==> src/rtl/covariance_accumulator_if.sv <==
// covariance_accumulator_if
// Groups the two buses of the covariance accumulator:
//   - the sample RAM read port (RD_En, RD_Addr out of the block; RD_X1, RD_X2 back in)
//   - the start/busy/done handshake and the C11/C12/C22 result bus
//     towards the whitening stage.
// Modports:
//   master : the covariance accumulator itself
//   slave  : the environment (sample RAM, centering start, whitening stage)
// Parameters:
//   DW : signed sample width per channel
//   AW : sample RAM address width
interface covariance_accumulator_if #(
  parameter int DW = 16,
  parameter int AW = 7
);
  logic                   START;
  logic                   RD_En;
  logic [AW-1:0]          RD_Addr;
  logic signed [DW-1:0]   RD_X1;
  logic signed [DW-1:0]   RD_X2;
  logic                   COV_Busy;
  logic                   COV_Done;
  logic signed [2*DW-1:0] C11;
  logic signed [2*DW-1:0] C12;
  logic signed [2*DW-1:0] C22;

  modport master (
    input  START, RD_X1, RD_X2,
    output RD_En, RD_Addr, COV_Busy, COV_Done, C11, C12, C22
  );

  modport slave (
    output START, RD_X1, RD_X2,
    input  RD_En, RD_Addr, COV_Busy, COV_Done, C11, C12, C22
  );
endinterface

==> src/rtl/covariance_accumulator.sv <==
// covariance_accumulator
// FastICA front end, stage after centering. On START it reads the N centered
// two-channel samples from the sample RAM in address order, accumulates
// x1*x1, x1*x2 and x2*x2, divides each sum by N with an arithmetic right shift
// and presents C11, C12, C22 to the whitening stage with a busy/done handshake.
//
// Ports:
//   CLK_cov : block clock
//   GO_cov  : asynchronous active-low reset
//   bus     : covariance_accumulator_if.master
//             START (in), RD_En/RD_Addr (out), RD_X1/RD_X2 (in, data for the
//             address of the previous cycle), COV_Busy/COV_Done (out),
//             C11/C12/C22 (out, signed 2*DW)
//
// Optional feature macro: COV_ROUND_EN
//   defined     -> the divide adds 2^(LOG2N-1) before shifting (round half up)
//   not defined -> the divide truncates toward minus infinity
//   Latency is identical either way.
//
// Parameters: DW sample width, LOG2N log2 of the sample count, AW address
// width (must equal LOG2N).
module covariance_accumulator #(
  parameter int DW    = 16,
  parameter int LOG2N = 7,
  parameter int AW    = 7
) (
  input logic                      CLK_cov,
  input logic                      GO_cov,
  covariance_accumulator_if.master bus
);
  localparam int N     = 32'd1 << LOG2N;
  localparam int PW    = 2 * DW;
  localparam int ACC_W = PW + LOG2N;
  localparam logic [AW-1:0] LAST_ADDR = AW'(N - 1);
  localparam logic [AW-1:0] ADDR_ONE  = {{(AW-1){1'b0}}, 1'b1};

  typedef enum logic [2:0] {
    S_IDLE  = 3'd0,
    S_RUN   = 3'd1,
    S_DRAIN = 3'd2,
    S_SCALE = 3'd3,
    S_DONE  = 3'd4
  } state_e;

  state_e                  state_q, state_d;
  logic [AW-1:0]           cnt_q, cnt_d;
  logic                    rd_en_q, rd_en_d;
  logic                    rd_v_q, rd_v_d;
  logic                    busy_q, busy_d;
  logic                    done_q, done_d;
  logic signed [ACC_W-1:0] acc11_q, acc11_d;
  logic signed [ACC_W-1:0] acc12_q, acc12_d;
  logic signed [ACC_W-1:0] acc22_q, acc22_d;
  logic signed [PW-1:0]    c11_q, c11_d;
  logic signed [PW-1:0]    c12_q, c12_d;
  logic signed [PW-1:0]    c22_q, c22_d;
  logic signed [PW-1:0]    p11_s, p12_s, p22_s;

  // Sign-extend a product to accumulator width; LOG2N guard bits mean N
  // worst-case products can never overflow.
  function automatic logic signed [ACC_W-1:0] widen(input logic signed [PW-1:0] p);
    return {{LOG2N{p[PW-1]}}, p};
  endfunction

  // Divide an accumulator by N and truncate to the 2*DW result width.
  // Even the rounding bias on top of the largest sum stays inside ACC_W.
  function automatic logic signed [PW-1:0] scale_acc(input logic signed [ACC_W-1:0] a);
    logic signed [ACC_W-1:0] biased;
    logic signed [ACC_W-1:0] shifted;
`ifdef COV_ROUND_EN
    biased = a + ({{(ACC_W-1){1'b0}}, 1'b1} << (LOG2N - 1));
`else
    biased = a;
`endif
    shifted = biased >>> LOG2N;
    return shifted[PW-1:0];
  endfunction

  // Full-precision products of the sample pair currently on the read port.
  always_comb begin
    p11_s = PW'(bus.RD_X1) * PW'(bus.RD_X1);
    p12_s = PW'(bus.RD_X1) * PW'(bus.RD_X2);
    p22_s = PW'(bus.RD_X2) * PW'(bus.RD_X2);
  end

  // Next-state and next-output logic for the sequencer and datapath.
  always_comb begin
    state_d = state_q;
    cnt_d   = cnt_q;
    rd_en_d = rd_en_q;
    busy_d  = busy_q;
    done_d  = done_q;
    acc11_d = acc11_q;
    acc12_d = acc12_q;
    acc22_d = acc22_q;
    c11_d   = c11_q;
    c12_d   = c12_q;
    c22_d   = c22_q;
    // Read data lags the address by one cycle, so validity follows RD_En by one.
    rd_v_d  = rd_en_q;

    if (rd_v_q) begin
      acc11_d = acc11_q + widen(p11_s);
      acc12_d = acc12_q + widen(p12_s);
      acc22_d = acc22_q + widen(p22_s);
    end else begin
      acc11_d = acc11_q;
      acc12_d = acc12_q;
      acc22_d = acc22_q;
    end

    case (state_q)
      S_IDLE, S_DONE: begin
        if (bus.START) begin
          // Start or restart: previous results stay on C11..C22 until SCALE.
          state_d = S_RUN;
          cnt_d   = '0;
          rd_en_d = 1'b1;
          busy_d  = 1'b1;
          done_d  = 1'b0;
          acc11_d = '0;
          acc12_d = '0;
          acc22_d = '0;
        end else begin
          state_d = state_q;
        end
      end
      S_RUN: begin
        if (cnt_q == LAST_ADDR) begin
          state_d = S_DRAIN;
          cnt_d   = '0;
          rd_en_d = 1'b0;
        end else begin
          cnt_d   = cnt_q + ADDR_ONE;
        end
      end
      S_DRAIN: begin
        // Last sample's data arrives now and is accumulated on this edge.
        state_d = S_SCALE;
      end
      S_SCALE: begin
        state_d = S_DONE;
        busy_d  = 1'b0;
        done_d  = 1'b1;
        c11_d   = scale_acc(acc11_q);
        c12_d   = scale_acc(acc12_q);
        c22_d   = scale_acc(acc22_q);
      end
      default: begin
        state_d = S_IDLE;
        cnt_d   = '0;
        rd_en_d = 1'b0;
        busy_d  = 1'b0;
        done_d  = 1'b0;
      end
    endcase
  end

  // State, datapath and output registers with asynchronous clear.
  always_ff @(posedge CLK_cov or negedge GO_cov) begin
    if (!GO_cov) begin
      state_q <= S_IDLE;
      cnt_q   <= '0;
      rd_en_q <= 1'b0;
      rd_v_q  <= 1'b0;
      busy_q  <= 1'b0;
      done_q  <= 1'b0;
      acc11_q <= '0;
      acc12_q <= '0;
      acc22_q <= '0;
      c11_q   <= '0;
      c12_q   <= '0;
      c22_q   <= '0;
    end else begin
      state_q <= state_d;
      cnt_q   <= cnt_d;
      rd_en_q <= rd_en_d;
      rd_v_q  <= rd_v_d;
      busy_q  <= busy_d;
      done_q  <= done_d;
      acc11_q <= acc11_d;
      acc12_q <= acc12_d;
      acc22_q <= acc22_d;
      c11_q   <= c11_d;
      c12_q   <= c12_d;
      c22_q   <= c22_d;
    end
  end

  assign bus.RD_En    = rd_en_q;
  assign bus.RD_Addr  = cnt_q;
  assign bus.COV_Busy = busy_q;
  assign bus.COV_Done = done_q;
  assign bus.C11      = c11_q;
  assign bus.C12      = c12_q;
  assign bus.C22      = c22_q;
endmodule

==> src/flat_wrapper.sv <==
// flat-port wrapper written by rule: the top's interface ports become plain ports
module covariance_accumulator_flat 
#(
  parameter int DW    = 16,
  parameter int LOG2N = 7,
  parameter int AW    = 7
)
  (CLK_cov, GO_cov, bus_START, bus_RD_X1, bus_RD_X2, bus_RD_En, bus_RD_Addr, bus_COV_Busy, bus_COV_Done, bus_C11, bus_C12, bus_C22);
  covariance_accumulator_if #(.DW(DW), .AW(AW)) bus_i ();
  input logic CLK_cov;
  input logic GO_cov;
  input wire logic [$bits(bus_i.START)-1:0] bus_START;
  input wire logic [$bits(bus_i.RD_X1)-1:0] bus_RD_X1;
  input wire logic [$bits(bus_i.RD_X2)-1:0] bus_RD_X2;
  output wire logic [$bits(bus_i.RD_En)-1:0] bus_RD_En;
  output wire logic [$bits(bus_i.RD_Addr)-1:0] bus_RD_Addr;
  output wire logic [$bits(bus_i.COV_Busy)-1:0] bus_COV_Busy;
  output wire logic [$bits(bus_i.COV_Done)-1:0] bus_COV_Done;
  output wire logic [$bits(bus_i.C11)-1:0] bus_C11;
  output wire logic [$bits(bus_i.C12)-1:0] bus_C12;
  output wire logic [$bits(bus_i.C22)-1:0] bus_C22;
  assign bus_i.START = bus_START;
  assign bus_i.RD_X1 = bus_RD_X1;
  assign bus_i.RD_X2 = bus_RD_X2;
  assign bus_RD_En = bus_i.RD_En;
  assign bus_RD_Addr = bus_i.RD_Addr;
  assign bus_COV_Busy = bus_i.COV_Busy;
  assign bus_COV_Done = bus_i.COV_Done;
  assign bus_C11 = bus_i.C11;
  assign bus_C12 = bus_i.C12;
  assign bus_C22 = bus_i.C22;
  covariance_accumulator #(.DW(DW), .LOG2N(LOG2N), .AW(AW)) u_core (.CLK_cov(CLK_cov), .GO_cov(GO_cov), .bus(bus_i));
endmodule
==> config.mk <==
export PLATFORM = sky130hd
export DESIGN_NAME = covariance_accumulator_flat
export DESIGN_NICKNAME = d
export VERILOG_FILES = /design/src/rtl/covariance_accumulator_if.sv /design/src/rtl/covariance_accumulator.sv /design/src/flat_wrapper.sv
export SDC_FILE = /design/constraint.sdc
export NUM_CORES = 2
export LEC_CHECK = 0
export CAP_MARGIN = 10
export CELL_PAD_IN_SITES_DETAIL_PLACEMENT = 1
export CELL_PAD_IN_SITES_GLOBAL_PLACEMENT = 1
export CORE_UTILIZATION = 46
export CTS_CLUSTER_DIAMETER = 80
export DETAILED_ROUTE_END_ITERATION = 7
export PLACE_DENSITY_LB_ADDON = 0.1
export REMOVE_ABC_BUFFERS = 1
export SLEW_MARGIN = 5
export SYNTH_ARGS = -nofsm -noshare
export SYNTH_HDL_FRONTEND = slang
export SYNTH_SLANG_ARGS = --single-unit
==> constraint.sdc <==
create_clock -name CLK_cov -period 4.7 [get_ports CLK_cov]
set_clock_uncertainty 0.15 [all_clocks]
set_input_delay 0.94 -clock CLK_cov [delete_from_list [all_inputs] [get_ports CLK_cov]]
set_output_delay 0.94 -clock CLK_cov [all_outputs]
set_load 0.02 [all_outputs]
**Routed metal per tile**

Bar = 100 µm. The die is cut into 31 by 31 equal tiles; dark blue is low, red is high, scaled to the fullest tile. Values are wire area over tile area, all layers added.
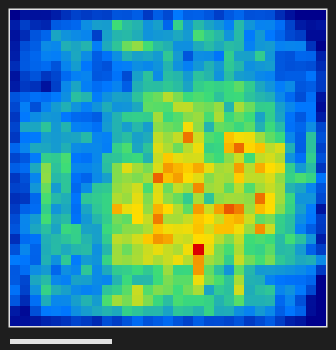
emptiest ninth of the die = north-west
densest ninth of the die = center
mean over tiles = 0.32
nearly empty tiles = 1.1%
fullest tile = 0.82
tiles over half the peak = 28%
total via count after detailed routing: 37700
Overall Global Routing Usage: 0.337
routed length per instance: 26.9 µm

**Cell classes on the final placement**

Fill, decap, tap and diode cells in gray.
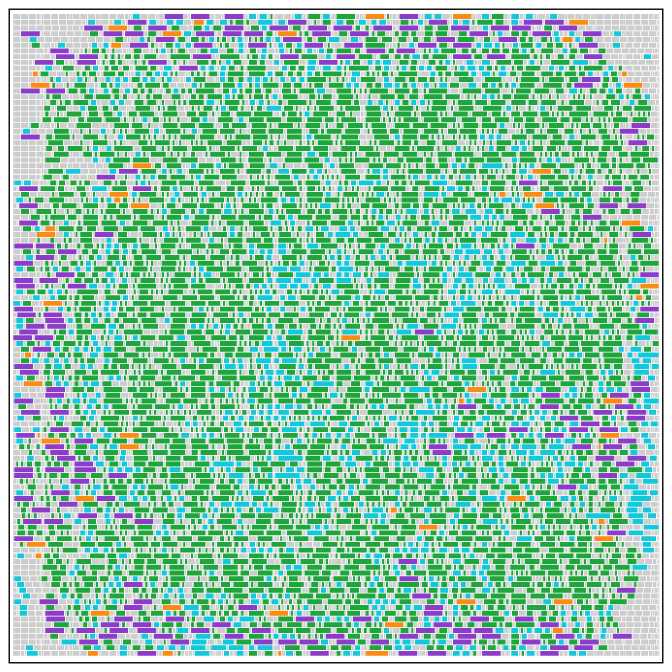
cyan -> other buffers and delay cells  # cells 1186, share of their area 19%
orange -> clock drivers and dummy loads  # cells 59, share of their area 1.9%
green -> all other logic  # cells 4058, share of their area 69%
purple -> flops  # cells 227, share of their area 9.6%
fin area: 60800 µm²
Std-Cell Rows: 112
final core utilization: 0.652
flop share of the area: 0.0935
core footprint: 93300 µm²

==> Table 3: Implementation characteristics <==
Physical implementation characteristics

Parameter                              Value

Detailed routing
  Detailed Route Iter0 Violations    2325
  Number of iterations in the first detailed-routing pass    5
  Total met3 wirelength after detailed routing    12000 µm
  Uppermost signal routing layer after detailed routing    met5

Layout
  Area growth from synthesis to layout    40.2%
  Biggest cell category by area in the final layout    combinational gates
  MI comb cells    2882
  Final Net Count    6829
  Number of non-clock inverters in the layout    1176
  Total of plain and repair buffers excluding clock buffers    1186
  Layout clock area frac    0.0190
  # clk buffers    46

Clock tree
  CTS sink cnt    227
  Number of buffers inserted to repair setup after CTS    217
  Number of levels in the clock H-tree    2
  Later-pin clock latency in the skew report    600 ps
  Clock Path Buffers    3
  Total CTS buffers    34

Timing
  Final setup slack of the worst path    -2240 ps
  Final cycle utilization of the critical path    1.48
  Pin slew with the least headroom to its limit    890 ps
  Final number of max-transition violations    0
  Final-report hold violation count    0
  Number of setup violations in the final report    96
  Maximum achievable frequency    144 MHz

Logic synthesis
  Area fraction in full adders, half adders and majority gates    0.531
  Flops & latches, synth    227
  Netlist area before placement    43400 µm²
  Fraction of post-synthesis cell area in the top cell type by area    0.425
  Cell accounting for the most synthesized area    fa_1
  Cell count in the Yosys report    4437
  Fraction of the yosys area taken by sequential cells    0.131
  Simple Share, Synth    0.0979
  Post-synthesis chip area from yosys    43400 µm²
  Count of library flops with an enable pin    0
  Post-synthesis xor/xnor area fraction    0.0242

Setup path
  R2R Setup Slk    -1340 ps
  Class of the most critical setup path    primary input to flip-flop
  Worst reg2reg startpoint    u_core.acc12_q[15]$_DFF_PN0_
  Setup crit start kind    primary input
  Slowest stage cell, crit path    fa_1

Global routing
  Number of global-route vias before repair    42500
  Highest-utilization routing layer at the global route stage    met2
  Initial antenna violation count    4
  Largest net degree at the start of global routing    92
  Met3 usage    0.0498
  Wire length of the first global-routing pass    244000 µm
  Grt ovf    0

Hold path
  Worst Hold Class    primary input to async pin

Run
  Number of warnings the tools reported    39
  Max-cap viol count    0

Status
  Violations in the final reports    setup timing
  Status    finished, violations left

Placed design
  Placed wire-length estimate after detailed placement    108000 µm
  Worst Setup Slack post-DPL    -3310 ps

Floorplanning
  Die outline width    309 µm
  Starting density of the core    0.465
  Number of ports placed on the die boundary    141
  Die height    309 µm
**M1 wires**

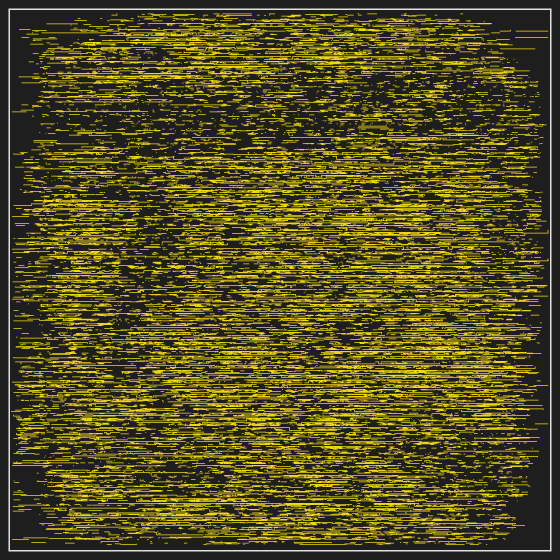
wire length on this layer = 63.9 mm
share of all routed wire = 35%
nets with wire on the layer = 6531
main direction = horizontal
longest straight run = 81.0 µm
met1 GRT Util: 0.401
Routed Wire Length: 183000 µm

## flip-flops by register name, summed over array words and instances, names as in the netlist
signal               count
u_core.acc11_q          39
u_core.bus.C11          32
u_core.bus.COV_Done      1
u_core.bus.COV_Busy      1
u_core.rd_v_q            1
u_core.bus.C22          32
u_core.state_q           3
u_core.bus.RD_En         1
u_core.bus.RD_Addr       7
u_core.acc22_q          39
u_core.bus.C12          32
u_core.acc12_q          39
## cell families (layout without fill, tap and decap cells)
| kind of cell | Yosys count | in the layout |
|---|---|---|
| simple gates | 908 | 908 |
| flops | 227 | 227 |
| fa+ha+maj | 1287 | 1287 |
| xor+xnor | 120 | 120 |
| other cells | 0 | 2 |
| buf+inv | 1328 | 2421 |
| compound gates | 400 | 400 |
| mux | 167 | 167 |
## critical path: cells and delay by family
family | cells | cell delay [ps]
and+or+nand+nor | 2 | 200
adders and majority gates | 7 | 3310
muxes | 1 | 220
buffers and inverters | 11 | 1290
AOI/OAI and AO/OA | 7 | 1240
## cell usage after synthesis, types with 75 or more instances
cell type and count:
inv_1 1172, fa_1 921, ha_1 366, nand2_1 357
dfrtp_1 227, nor2_1 212, and2_1 177, clkbuf_1 139
a21oi_1 119, mux2_2 95, xnor2_1 90, o21ai_0 75
## through the flow
stage	setup TNS, ps	utilization	hold WS [ps]
CTS	-122510	0.632	248
global placement	-254640	0.557	240
finish	-153600	0.652	245
global route	-165950	0.652	281
detailed placement	-264960	0.557	259
floorplan	-137410	-	323
